<file path="config.mk">
export PLATFORM = sky130hd
export DESIGN_NAME = morse_key_sequencer
export DESIGN_NICKNAME = d
export VERILOG_FILES = /design/src/rtl/morse_key_sequencer.sv
export SDC_FILE = /design/constraint.sdc
export NUM_CORES = 1
export LEC_CHECK = 0
export ABC_AREA = 1
export CORE_MARGIN = 2
export CORE_UTILIZATION = 35
export CTS_CLUSTER_SIZE = 24
export DETAILED_ROUTE_END_ITERATION = 6
export PLACE_DENSITY = 0.57
export SYNTH_ARGS = -nofsm -noshare
export SYNTH_HDL_FRONTEND = slang
export SYNTH_SLANG_ARGS = --single-unit
</file>
<file path="constraint.sdc">
create_clock -name clock -period 3.7 [get_ports clock]
set_input_delay 0.37 -clock clock [delete_from_list [all_inputs] [get_ports clock]]
set_output_delay 0.37 -clock clock [all_outputs]
set_load 0.05 [all_outputs]
</file>
<file path="src/rtl/morse_key_sequencer.sv">
// Three-key Morse entry controller: debounces key/delete/clear, times presses into dot/dash, commits on gap.
// Optional MORSE_AUTO_COMMIT_EN commits a letter as soon as its 4th symbol is entered.
module morse_key_sequencer #(
  parameter int DEBOUNCE_CYCLES = 1_000_000,
  parameter int DASH_CYCLES     = 30_000_000,
  parameter int GAP_CYCLES      = 60_000_000,
  parameter int CNT_W           = 27
) (
  input  logic       clock,
  input  logic       reset_n,
  input  logic       key_in,
  input  logic       del_in,
  input  logic       clr_in,
  output logic       dot_pulse,
  output logic       dash_pulse,
  output logic       commit_pulse,
  output logic       delete_pulse,
  output logic       clear_pulse,
  output logic [2:0] sym_cnt,
  output logic [3:0] slot_cnt,
  output logic       overflow
);

  typedef enum logic [1:0] {S_IDLE, S_PRESS, S_GAP, S_DISCARD} state_t;

  localparam logic [CNT_W-1:0] DB_LAST  = CNT_W'(DEBOUNCE_CYCLES - 1);
  localparam logic [CNT_W-1:0] DASH_MAX = CNT_W'(DASH_CYCLES);
  localparam logic [CNT_W-1:0] GAP_LAST = CNT_W'(GAP_CYCLES - 1);

  logic [2:0] raw_in;
  logic [2:0] lvl;
  logic [2:0] edge_ev;
  logic       key_sync;

  assign raw_in = {clr_in, del_in, key_in};

  // Per input: 2-flop synchronizer, then a level that flips after DEBOUNCE_CYCLES of disagreement.
  genvar gi;
  generate
    for (gi = 0; gi < 3; gi++) begin : g_db
      logic             s1_q, s2_q, lvl_q, edge_q;
      logic [CNT_W-1:0] cnt_q;

      always_ff @(posedge clock or negedge reset_n) begin
        if (!reset_n) begin
          s1_q   <= 1'b0;
          s2_q   <= 1'b0;
          lvl_q  <= 1'b0;
          edge_q <= 1'b0;
          cnt_q  <= '0;
        end else begin
          s1_q   <= raw_in[gi];
          s2_q   <= s1_q;
          edge_q <= 1'b0;
          if (s2_q == lvl_q) begin
            cnt_q <= '0;
          end else if (cnt_q == DB_LAST) begin
            cnt_q  <= '0;
            lvl_q  <= s2_q;
            edge_q <= 1'b1;
          end else begin
            cnt_q <= cnt_q + 1'b1;
          end
        end
      end

      assign lvl[gi]     = lvl_q;
      assign edge_ev[gi] = edge_q;
      if (gi == 0) begin : g_key
        assign key_sync = s2_q;
      end
    end
  endgenerate

  // A key held through reset must be seen released before its next rise can start a press.
  logic             armed_q;
  logic [CNT_W-1:0] arm_cnt_q;

  always_ff @(posedge clock or negedge reset_n) begin
    if (!reset_n) begin
      armed_q   <= 1'b0;
      arm_cnt_q <= '0;
    end else if (!armed_q) begin
      if (key_sync) begin
        arm_cnt_q <= '0;
      end else if (arm_cnt_q == DB_LAST) begin
        armed_q <= 1'b1;
      end else begin
        arm_cnt_q <= arm_cnt_q + 1'b1;
      end
    end
  end

  logic key_rise, key_fall, del_rise, clr_rise;
  logic ev_rise, ev_fall, ev_del, ev_clr, busy;

  state_t           state_q;
  logic [CNT_W-1:0] timer_q;
  logic [2:0]       sym_q;
  logic [3:0]       slot_q;
  logic             ovf_q;
  logic             dot_q, dash_q, commit_q, delete_q, clear_q;
  logic             pend_rise_q, pend_fall_q, pend_del_q, pend_clr_q;

  assign key_rise = edge_ev[0] & lvl[0] & armed_q;
  assign key_fall = edge_ev[0] & ~lvl[0];
  assign del_rise = edge_ev[1] & lvl[1];
  assign clr_rise = edge_ev[2] & lvl[2];

  assign ev_rise = key_rise | pend_rise_q;
  assign ev_fall = key_fall | pend_fall_q;
  assign ev_del  = del_rise | pend_del_q;
  assign ev_clr  = clr_rise | pend_clr_q;
  // Events landing while a pulse is high wait one cycle so the datapath always sees a low between strobes.
  assign busy    = dot_q | dash_q | commit_q | delete_q | clear_q;

  always_ff @(posedge clock or negedge reset_n) begin
    if (!reset_n) begin
      state_q     <= S_IDLE;
      timer_q     <= '0;
      sym_q       <= '0;
      slot_q      <= '0;
      ovf_q       <= 1'b0;
      dot_q       <= 1'b0;
      dash_q      <= 1'b0;
      commit_q    <= 1'b0;
      delete_q    <= 1'b0;
      clear_q     <= 1'b0;
      pend_rise_q <= 1'b0;
      pend_fall_q <= 1'b0;
      pend_del_q  <= 1'b0;
      pend_clr_q  <= 1'b0;
    end else begin
      dot_q    <= 1'b0;
      dash_q   <= 1'b0;
      commit_q <= 1'b0;
      delete_q <= 1'b0;
      clear_q  <= 1'b0;
      case (state_q)
        S_PRESS: if (timer_q < DASH_MAX) timer_q <= timer_q + 1'b1;
        S_GAP:   timer_q <= timer_q + 1'b1;
        default: timer_q <= '0;
      endcase

      if (busy) begin
        pend_rise_q <= ev_rise;
        pend_fall_q <= ev_fall;
        pend_del_q  <= ev_del;
        pend_clr_q  <= ev_clr;
      end else begin
        pend_rise_q <= 1'b0;
        pend_fall_q <= 1'b0;
        pend_del_q  <= 1'b0;
        pend_clr_q  <= 1'b0;
        if (ev_clr) begin
          clear_q <= 1'b1;
          sym_q   <= '0;
          slot_q  <= '0;
          ovf_q   <= 1'b0;
          timer_q <= '0;
          state_q <= (state_q == S_PRESS) ? S_DISCARD : S_IDLE;
        end else if (ev_del) begin
          if (sym_q == 3'd0 && slot_q != 4'd0) begin
            delete_q <= 1'b1;
            slot_q   <= slot_q - 4'd1;
          end
        end else begin
`ifdef MORSE_AUTO_COMMIT_EN
          if (sym_q == 3'd4) begin
            sym_q   <= '0;
            timer_q <= '0;
            state_q <= S_GAP;
            if (slot_q == 4'd8) begin
              ovf_q <= 1'b1;
            end else begin
              commit_q <= 1'b1;
              slot_q   <= slot_q + 4'd1;
            end
          end else
`endif
          case (state_q)
            S_IDLE: begin
              if (ev_rise) begin
                state_q <= S_PRESS;
                timer_q <= '0;
              end
            end
            S_PRESS: begin
              if (ev_fall) begin
                if (sym_q == 3'd4 || slot_q == 4'd8) begin
                  ovf_q <= 1'b1;
                end else begin
                  dash_q <= (timer_q == DASH_MAX);
                  dot_q  <= (timer_q != DASH_MAX);
                  sym_q  <= sym_q + 3'd1;
                end
                state_q <= S_GAP;
                timer_q <= '0;
              end
            end
            S_GAP: begin
              if (ev_rise) begin
                state_q <= S_PRESS;
                timer_q <= '0;
              end else if (timer_q >= GAP_LAST) begin
                state_q <= S_IDLE;
                timer_q <= '0;
                if (sym_q != 3'd0) begin
                  sym_q <= '0;
                  if (slot_q == 4'd8) begin
                    ovf_q <= 1'b1;
                  end else begin
                    commit_q <= 1'b1;
                    slot_q   <= slot_q + 4'd1;
                  end
                end
              end
            end
            default: begin
              if (!lvl[0]) state_q <= S_IDLE;
            end
          endcase
        end
      end
    end
  end

  assign dot_pulse    = dot_q;
  assign dash_pulse   = dash_q;
  assign commit_pulse = commit_q;
  assign delete_pulse = delete_q;
  assign clear_pulse  = clear_q;
  assign sym_cnt      = sym_q;
  assign slot_cnt     = slot_q;
  assign overflow     = ovf_q;

endmodule

</file>
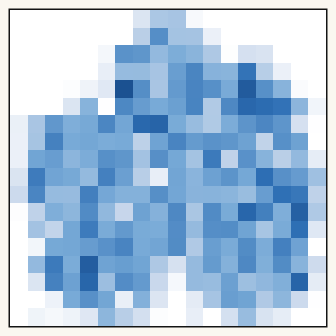
(cell area per tile)
18 x 18 tiles, from white (low) to dark blue (high), 0 to 100% covered.
mean over tiles: 36%
nearly empty tiles: 22%
emptiest ninth of the die: upper left

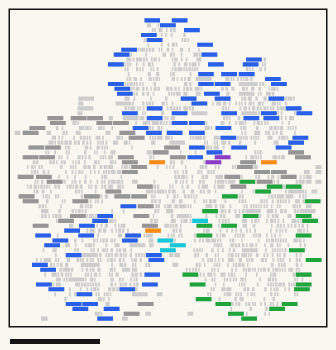
(where the registers sit)
Bar = 50 µm. Other sequential cells in the stronger gray, the rest of the logic in the fainter gray.
legend:
  state_q:
    color: purple
    flops: 2
  g_db.lvl_q:
    color: orange
    flops: 3
  timer_q:
    color: green
    flops: 27
  slot_cnt:
    color: cyan
    flops: 4
    where: bottom center
  g_db.cnt_q:
    color: blue
    flops: 81
    where: all over the die
not colored: 50

==> impl_metrics.py <==
# Physical implementation metrics
metrics = {
    "sta": {
        "timing.fmax_ghz": 0.411,
        "fin_skew_ps": 9.80,
        "hold_violations": 22,
        "whs_ps": -22.4,
        "setup_viol": 0,
    },
    "yosys": {
        "yosys-top-cells-area": "dfrtp_1 40%, nand2_1 12%, nor2_1 9.1%, inv_1 6.7%, nand3_1 4.5%",
        "mux_area_frac": 0.00109,
        "synth_area_leader_cell": "dfrtp_1",
        "compound_area_frac": 0.0531,
        "syn_inst": 1450,
        "synth_area_um2": 10300,
        "synthesis.nets": 1470,
    },
    "place": {
        "io_buffers": 17,
        "place_area_um2": 10900,
    },
    "setup_path": {
        "criticalPathCategory": "flop to flop",
        "cpPeakStageDelay_ps": 490,
        "crit_path_frequent_cell": "nand2_2",
    },
    "clock_tree": {
        "cts_hold_buf": 0,
        "htreeDepth": 4,
    },
    "drt": {
        "drt-wirelength-per-cell_um": 13.6,
    },
    "grt": {
        "antenna_found_initial": 0,
    },
    "status": {
        "status": "finished, violations left",
        "violations": "negative hold slack",
    },
    "power_and_ir_drop": {
        "vdd_drop_max_uv": 312,
        "p_per_area_nw_per_um2": 327,
    },
    "cells_and_area": {
        "drive_above_1_share": 0.0535,
    },
}
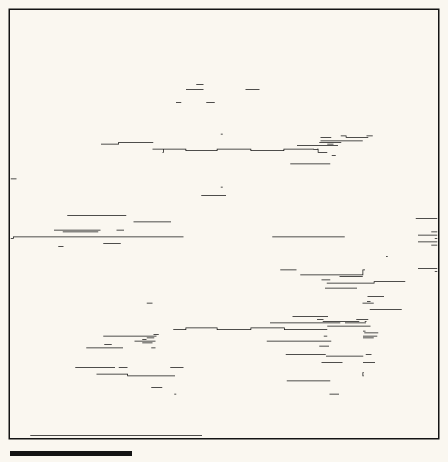
(M3 wires)
Bar = 50 µm.
wire length on this layer: 1010 µm
longest straight run: 70.2 µm
main direction: horizontal
nets with wire on the layer: 70
share of all routed wire: 4.0%

[cells in the final DEF, fill, tap and decap left out, drive strengths merged, types with 5 or more instances in the layout]
cell type / count
nand4: 47
xnor2: 16
ha: 14
inv: 194
nand2: 344
buf: 9
nand3b: 5
clkdlybuf4s50: 16
nor4: 25
o31ai: 14
nor3: 95
clkinv: 7
a31oi: 9
dfrtp: 167
nor2: 256
a21oi: 24
o21ai: 41
nor3b: 11
nand3: 94
xor2: 49
clkbuf: 20
[state kept, by name, summed over array words and instances, names as in the netlist]
register,cells
pend_del_q,1
pend_fall_q,1
dash_pulse,1
state_q,2
commit_pulse,1
g_db.cnt_q,81
delete_pulse,1
timer_q,27
armed_q,1
overflow,1
g_db.edge_q,3
dot_pulse,1
pend_rise_q,1
sym_cnt,3
arm_cnt_q,27
pend_clr_q,1
slot_cnt,4
g_db.s1_q,3
g_db.lvl_q,3
g_db.s2_q,3
clear_pulse,1
[worst min path at each step]
stage / from / endpoint / slack [ps] / cells past startpoint
2_1_floorplan: reset_n / arm_cnt_q[0] / 70 / 0
3_3_place_gp: g_db[0].s1_q / g_db[0].s2_q / 330 / 0
3_5_place_dp: g_db[1].s1_q / g_db[1].s2_q / 340 / 0
4_1_cts: reset_n / g_db[2].cnt_q[1] / 10 / 1
5_1_grt: reset_n / g_db[2].cnt_q[1] / 40 / 1
6_report: reset_n / g_db[2].cnt_q[1] / -20 / 1
[power by group]
group / internal (mW) / switching (mW) / leakage [nW]
combinational: 0.0206 / 0.0701 / 2.22
clock: 1.02 / 0.787 / 0.282
sequential: 1.84 / 0.0108 / 2.31
[cells in the mapped netlist (11+ instances only)]
library cell,count
nand2_2,12
nor3b_1,11
nand2_1,330
inv_1,185
nand4_1,47
xor2_1,49
a21oi_1,23
dfrtp_1,167
ha_1,14
buf_2,17
nand3_1,92
nor3_1,90
nor4_1,24
nor2_1,251
o31ai_1,14
o21ai_0,31
xnor2_1,16
[kinds of logic (layout without fill, tap and decap cells)]
group           count (synthesis)  in the layout
compound gates                 95             95
xor+xnor                       65             65
fa+ha+maj                      15             15
buf+inv                       222            250
flops                         167            167
mux                             1              1
simple gates                  885            885
[routing by layer]
metal,part of all wire,GRT usage
met4,0.012,0.0517
met2,0.45,0.278
met5,0,0
met3,0.040,0.0342
met1,0.49,0.233
[metrics by stage]
stage                     setup WS [ps]  utilization  total power, mW  hold slack [ps]
final                              1270        0.397             3.75            -22.4
after CTS                          1270        0.397             3.82             10.5
after floorplan                    1840            -             1.92             74.4
after global placement             1410        0.376             1.98              334
after detailed placement           1290        0.376             1.98              340
after global routing                935        0.397             3.91             42.4
[area by class of cell]
type	instances	area [µm²]
fill	3069	17400
multi-input combinational	1061	5250
sequential	167	4180
inverter	193	726
tap	384	480
clock buffer	20	447
timing repair buffer	25	231
clock inverter	12	141
[worst max-delay path, delay by kind of cell, from the launching register on]
kind | cells | cell delay (ps)
and+or+nand+nor | 5 | 1240
DFF | 1 | 390
buffers and inverters | 1 | 260
adders and majority gates | 1 | 250
AOI/OAI and AO/OA | 2 | 200
No activity file was given, so power comes from the tool's default toggle rates.
